<file path="src/rtl/stream_deserializer.sv">
// Beat-to-word deserializer: packs Ratio narrow beats into one wide word.
// A beat flagged last closes the word early; keep marks the filled slots.
module stream_deserializer #(
    parameter int InWidth = 8,
    parameter int Ratio   = 4
) (
    input  logic                       clk_i,
    input  logic                       rst_i,
    input  logic [InWidth-1:0]         in_data_i,
    input  logic                       in_last_i,
    input  logic                       in_valid_i,
    output logic                       in_ready_o,
    output logic [InWidth*Ratio-1:0]   out_data_o,
    output logic [Ratio-1:0]           out_keep_o,
    output logic                       out_last_o,
    output logic                       out_valid_o,
    input  logic                       out_ready_i
);

    localparam int OutWidth = InWidth * Ratio;
    localparam int CntWidth = (Ratio > 1) ? $clog2(Ratio) : 1;

    typedef enum logic {
        COLLECT,
        FULL
    } state_t;

    state_t              state;
    logic [CntWidth-1:0] cnt;
    logic                beat;
    logic                word;
    logic                last_slot;

    assign out_valid_o = (state == FULL);
    assign in_ready_o  = !out_valid_o || out_ready_i;
    assign beat        = in_valid_i && in_ready_o;
    assign word        = out_valid_o && out_ready_i;
    assign last_slot   = (cnt == CntWidth'(Ratio - 1));

    always_ff @(posedge clk_i) begin
        if (rst_i) begin
            state      <= COLLECT;
            cnt        <= '0;
            out_data_o <= '0;
            out_keep_o <= '0;
            out_last_o <= 1'b0;
        end else begin
            unique case (state)
                COLLECT: begin
                    if (beat) begin
                        for (int k = 0; k < Ratio; k++) begin
                            if (cnt == CntWidth'(k)) begin
                                out_data_o[k*InWidth +: InWidth] <= in_data_i;
                                out_keep_o[k]                    <= 1'b1;
                            end
                        end
                        if (last_slot || in_last_i) begin
                            state      <= FULL;
                            out_last_o <= in_last_i;
                            cnt        <= '0;
                        end else begin
                            cnt <= cnt + 1'b1;
                        end
                    end
                end
                FULL: begin
                    if (word && beat) begin
                        // retiring word frees the register; new beat opens slot 0
                        out_data_o <= OutWidth'(in_data_i);
                        out_keep_o <= Ratio'(1'b1);
                        if (Ratio == 1 || in_last_i) begin
                            out_last_o <= in_last_i;
                            cnt        <= '0;
                        end else begin
                            state      <= COLLECT;
                            out_last_o <= 1'b0;
                            cnt        <= CntWidth'(1);
                        end
                    end else if (word) begin
                        state      <= COLLECT;
                        out_data_o <= '0;
                        out_keep_o <= '0;
                        out_last_o <= 1'b0;
                        cnt        <= '0;
                    end
                end
                default: state <= COLLECT;
            endcase
        end
    end

endmodule
</file>
<file path="config.mk">
export PLATFORM = sky130hd
export DESIGN_NAME = stream_deserializer
export DESIGN_NICKNAME = d
export VERILOG_FILES = /design/src/rtl/stream_deserializer.sv
export SDC_FILE = /design/constraint.sdc
export NUM_CORES = 1
export LEC_CHECK = 0
export ABC_AREA = 1
export CAP_MARGIN = 20
export CELL_PAD_IN_SITES_DETAIL_PLACEMENT = 1
export CELL_PAD_IN_SITES_GLOBAL_PLACEMENT = 2
export CORE_UTILIZATION = 23
export CTS_BUF_LIST = sky130_fd_sc_hd__clkbuf_16
export DETAILED_ROUTE_END_ITERATION = 7
export MAX_ROUTING_LAYER = met4
export PLACE_DENSITY_LB_ADDON = 0.05
export SLEW_MARGIN = 30
export SYNTH_ARGS = -nofsm -noshare
export SYNTH_HDL_FRONTEND = slang
export SYNTH_SLANG_ARGS = --single-unit
</file>
<file path="constraint.sdc">
create_clock -name clk_i -period 1.1 [get_ports clk_i]
set_input_delay 0.22 -clock clk_i [delete_from_list [all_inputs] [get_ports clk_i]]
set_output_delay 0.22 -clock clk_i [all_outputs]
set_load 0.05 [all_outputs]
</file>
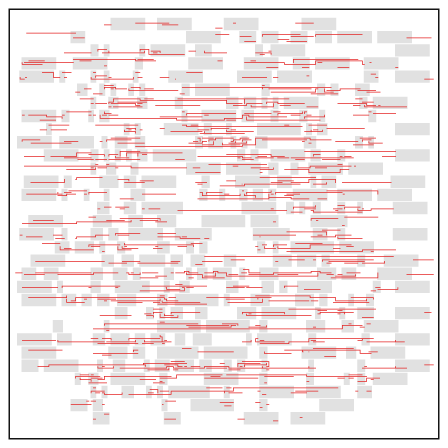
*Met1 routing, run 1*
- nets with wire on the layer: 283
- wire length on this layer: 2760 µm
- main direction: horizontal

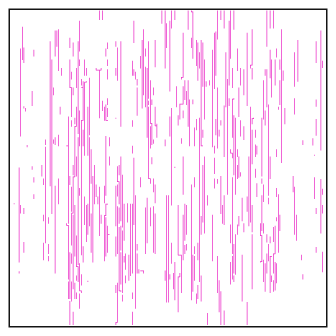
*Met2 routing, run 1*
- main direction: vertical
- wire length on this layer: 3210 µm

==> results.txt, run 1 <==
Crit. Startpoint = out_valid_o
Yosys simple share = 31.5%
Status = finished with violations
Critical-path cell list = buf_12 > buf_8 > buf_12
Nets = 330
Largest cells by area = dfxtp_1 46%, nand2_1 14%, a21oi_1 11%, nand3_1 8.1%, nand4_1 3.3%
Layout Skew = 0.00285 ns
Log Warnings = 32
Global-route wire length before repair = 9740 µm
Post-route DRC = 0
Mapped cell area = 1720 µm²
Final setup vio count = 40
Startpoint Class = flip-flop
YS chip area = 1720 µm²
Failing checks = setup timing
Largest type area fraction = 46.4%
I/O pin cnt = 52
Post-Synth XOR/XNOR Area = 0%
Top non-seq family = simple AND/OR/NAND/NOR gates
CP max FO = 3
Setup Slack @ Placement = -0.397 ns
Htree depth = 2
CTS max path bufs = 2
FP Core Util = 23.8%
Avg Cell Area, Syn = 7.60 µm²
Pins Over Slew Limit = 0
Number of buffers created by CTS = 5
Most numerous cell on the critical path = buf_12
Aoi share = 12.7%
Root Driver = clkbuf_16
Max transition margin = 79.2%
First drt pass iteration count = 4
Core Region = 7250 µm²
DRT Wirelength = 6230 µm
CP arrival = 1.03 ns
DIE WIDTH = 88.6 µm
Hold_sp = out_keep_o[3]
Top-count cell post-synth = nand2_1
Peak Freq = 799 MHz
Leak = 1.33 nW
Die span in y = 88.6 µm
Slew @ Worst Pin = 0.312 ns
Buffers added on ports = 51
PD cells = 1240 nW/µm²
Levels on crit path = 3
Vias in the first global route = 1914
Routed Antenna Nets = 0
Area growth syn-to-layout = 100%
Dpl hpwl = 4350 µm
Layout cells sized above 1 = 46.2%
Cell count listed in synth_stat.txt = 227
Buf/Inv on CP = 3
Post-synth top cells = 66 x nand2_1, 40 x dfxtp_1, 39 x a21oi_1
Routed length per instance = 15.1 µm
Hold WC Path Type = flip-flop to flip-flop
Fin area = 3450 µm²
Slowest cell delay on critical path = 0.37 ns
Cells after synthesis = 227
Reg clk slew, reported paths = 0.06 ns
Final instance count without filler cells = 413
Req. time, crit path = 0.88 ns
CTS tree = done
Area leader, netlist = dfxtp_1
Initial antenna violation count = 0
Tally of yosys warning messages = 0
Final WS setup = -0.152 ns
Post-synth EDFFs = 0
Fin crit share = 114%
Placed Area = 2940 µm²
Synth Seq Share = 46.4%
Largest net degree at the start of global routing = 29
Placed cells = 394
Adder-Cell Fraction of Synth Area = 2.90%
Fill count = 839
# clock sinks = 40
Vias = 1864
Via-to-Cell Ratio = 4.51
Syn Nets = 244
Worst Hold Depth = 2
Initial DRC count = 35
CP Capture Type = output pin
MUX area fraction = 0%
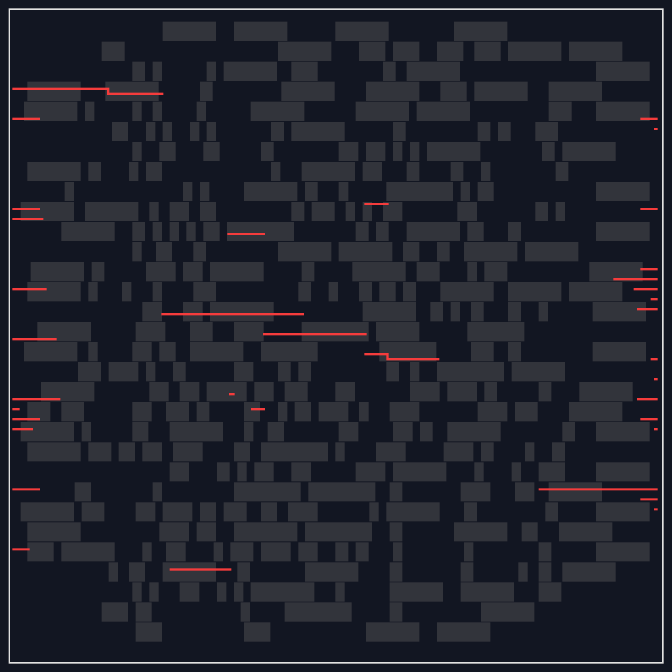
*The metal 3 layer, run 1*
- main direction: horizontal
- share of all routed wire: 2.6%
- longest straight run: 19.1 µm
- nets with wire on the layer: 30

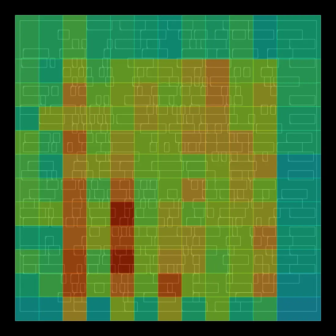
*Track usage over the die, run 1*
GRT Overall Usage: 17.3%
gr busiest metal: met2
met1 GRT Util: 20.6%
met2 usage: 29.4%

run 1: layout make-up:
type                       instances  area [µm²]  area share, %
timing repair buffer              88        1240           36.0
multi-input combinational        165        1050           30.5
sequential                        40         816           23.6
clock buffer                       5         125           3.62
tap                               99         124           3.59
inverter                          13        73.8           2.14
clock inverter                     3        18.8          0.543
run 1: worst reg2reg max path: stages (launching register included):
cell      delay [ns]
dfxtp_4         0.39
inv_6           0.05
buf_6           0.12
nand2_8         0.11
clkinv_8        0.11
nand2_4         0.11
nand3_1         0.10
a21oi_2         0.14
run 1: power breakdown:
group | total (W) | switching, W | internal [W] | leakage, nW
clock | 0.00144 | 0.000600 | 0.000836 | 0.0736
combinational | 0.00122 | 0.000663 | 0.000556 | 0.925
sequential | 0.00162 | 0.0000945 | 0.00152 | 0.329
total | 0.00427 | 0.00136 | 0.00291 | 1.33
run 1: timing repair:
action | 4_1_cts | 5_1_grt
pin swaps | 11 | 22
buffers inserted | 8 | 2
resized | 44 | 41
hold buffers | 0 | 0
cloned | 2 | 0
setup endpoints to repair | 42 | 44
run 1: logic make-up (layout without fill, tap and decap cells):
logic type	Yosys count	count (layout)
compound gates	43	43
fa+ha+maj	4	4
buf+inv	24	109
flops	40	40
simple gates	116	118
run 1: layer usage:
layer	GRT usage [%]	wire length, µm
met1	20.6	2760
met5	-	0
met3	2.71	163
met4	6.30	97
met2	29.4	3210
run 1: through the flow:
step / setup TNS, ns / util (%) / hold WS [ns] / power [W]
floorplan: -1.16 / - / 0.367 / 0.00211
global placement: -13.36 / 40.5 / 0.489 / 0.00265
finish: -2.09 / 47.6 / 0.498 / 0.00427
CTS: -2.07 / 45.6 / 0.509 / 0.00425
detailed placement: -14.63 / 40.5 / 0.501 / 0.00265
global route: -4.65 / 47.6 / 0.523 / 0.00445
run 1: placed cells by master (no fill, tap or decap), types with 2 or more instances in the layout:
cell type and n:
nand2_2 13, a21oi_1 25, inv_6 2, clkinv_2 2, buf_4 27, nand2_1 53
ha_4 4, clkbuf_16 5, nand2_4 6, inv_1 6, dfxtp_4 3, dfxtp_1 34
buf_6 6, inv_2 3, dfxtp_2 3, clkdlybuf4s50_1 10, dlygate4sd2_1 2, nand3_1 27
nor2_4 6, a21oi_2 14, nand4_1 9, nand2_8 3, buf_12 42
run 1: state kept, by name (all words and copies together) (netlist names):
name / count
out_last_o: 1
out_valid_o: 1
out_data_o: 32
out_keep_o: 4
cnt: 2
run 1: worst paths after layout:
kind,endpoint,slack [ns]
worst min-delay path,out_keep_o[3],0.50
worst max register to register,out_data_o[19],-0.08
worst min register to register,out_keep_o[3],0.50
worst max-delay path,out_valid_o,-0.15
==> inputs of run 2 (changes only) <==
--- a/config.mk
+++ b/config.mk
@@ -5,7 +5,6 @@
 export SDC_FILE = /design/constraint.sdc
 export NUM_CORES = 1
 export LEC_CHECK = 0
-export ABC_AREA = 1
 export CAP_MARGIN = 20
 export CELL_PAD_IN_SITES_DETAIL_PLACEMENT = 1
 export CELL_PAD_IN_SITES_GLOBAL_PLACEMENT = 2
@@ -18,3 +17,4 @@
 export SYNTH_ARGS = -nofsm -noshare
 export SYNTH_HDL_FRONTEND = slang
 export SYNTH_SLANG_ARGS = --single-unit
+export TNS_END_PERCENT = 50
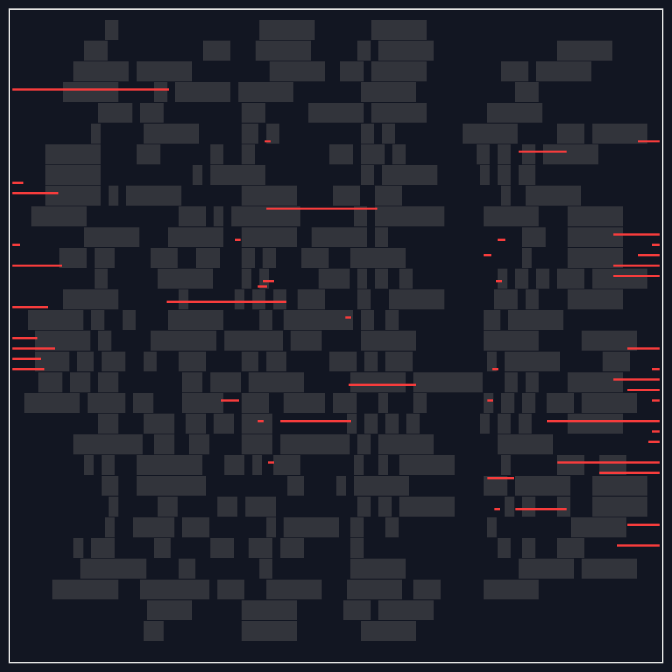
*The metal 3 layer, run 2*
- nets with wire on the layer: 36
- longest straight run: 20.2 µm
- main direction: horizontal
- share of all routed wire: 3.5%

==> run 2 against run 1 <==
  * The run still ends with setup timing left
  * Combinational power down 41%
  * Setup slack better by 0.010 ns
  * Register-to-register slack got worse by 0.05 ns
  * Total power down 14%
  * Synthesized cell count is 16% lower
  * Clock power decreased by 3%
  * Clock skew grew 0.0037 ns
  * Count of clock-buffer cells in the layout is the same
  * Synthesized area shrank 6.8%
  * Sequential cell count stayed put
  * Critical endpoint is now in_ready_o
  * Highest routed layer unchanged
==> results.txt, run 2 <==
Largest registers = out_data_o (32), out_keep_o (4), cnt (2)
Initial DRC count = 73
First drt pass iteration count = 4
Log Warnings = 32
Max transition margin = 74.0%
Post-synth EDFFs = 0
Tally of yosys warning messages = 0
DIE WIDTH = 85.6 µm
CP arrival = 1.02 ns
Htree depth = 2
Failing checks = setup timing
Reg clk slew, reported paths = 0.06 ns
Vias = 1688
Status = finished with violations
Largest type area fraction = 49.8%
Startpoint Class = flip-flop
Core Region = 6760 µm²
CP Capture Type = output pin
CTS max path bufs = 2
Top-count cell post-synth = nand3_1
Final hold slack = 0.323 ns
Pins Over Slew Limit = 0
Syn Nets = 208
Final WS setup = -0.142 ns
Largest register FFs = 32
Via-to-Cell Ratio = 4.96
Buffers added on ports = 51
Global-route wire length before repair = 9190 µm
DRT Wirelength = 5900 µm
Synth Seq Share = 49.8%
Post-synth top cells = 41 x nand3_1, 40 x dfxtp_1, 39 x a21oi_1
Most frequent logic cell in the layout = buf_12
Layout Skew = 0.00654 ns
Dpl hpwl = 3950 µm
I/O pin cnt = 52
Peak Freq = 805 MHz
Largest net degree at the start of global routing = 31
Final core utilization = 46.5%
GRT Overall Usage = 17.0%
Area leader, netlist = dfxtp_1
# clock sinks = 40
Area growth syn-to-layout = 95.5%
CP max FO = 4
Number of buffers created by CTS = 5
Placed cells = 321
Fin area = 3140 µm²
YS chip area = 1610 µm²
Die span in y = 85.6 µm
Routed Antenna Nets = 0
Final setup vio count = 36
[run 2: worst paths after layout]
path	start	endpoint	slack, ns	cells past startpoint
worst max register to register	cnt[0]	out_keep_o[0]	-0.13	5
worst max-delay path	out_valid_o	in_ready_o	-0.14	3
worst min register to register	out_data_o[13]	out_data_o[13]	0.50	2
worst min-delay path	in_last_i	out_last_o	0.32	3
[run 2: area by class of cell]
cell class,count,area (µm²)
clock buffer,5,125
fill,734,3620
inverter,4,22.5
tap,80,100
sequential,40,813
clock inverter,3,15.0
timing repair buffer,71,1120
multi-input combinational,137,946
[run 2: stage by stage]
step	setup slack [ns]	TNS, ns	total power [W]
global route	-0.209	-4.91	0.00381
detailed placement	-0.479	-16.38	0.00220
global placement	-0.465	-15.45	0.00219
CTS	-0.139	-3.22	0.00367
floorplan	-0.134	-2.06	0.00186
finish	-0.142	-2.95	0.00366
[run 2: repair_timing]
action                     4_1_cts  5_1_grt
gates cloned                     3        1
pin swaps                       12       25
buffers inserted                 4        3
setup endpoints to repair       42       44
resized                         28       32
[run 2: routing by layer]
layer / vias up / GRT usage [%] / routed length, µm
li1: 805 / - / -
met1: 811 / 19.2 / 2500
met2: 51 / 29.7 / 2970
met3: 21 / 2.79 / 208
met4: 0 / 7.12 / 217
met5: - / - / 0
[run 2: worst max-delay path, stage by stage (launching register included)]
cell,delay [ns]
dfxtp_4,0.37
nor2b_4,0.18
inv_4,0.05
buf_12,0.14
[run 2: cells by family after synthesis]
logic type	synth area share [%]
AOI/OAI and AO/OA	14.3
adders and majority gates	3.12
buffers and inverters	5.06
DFF	49.8
muxes	0.934
and+or+nand+nor	26.7
[run 2: report_power, final]
group	switching (W)	internal, W
logic	0.000383	0.000337
clock network	0.000567	0.000829
registers	0.0000563	0.00149
Power and IR drop assume default switching activity.
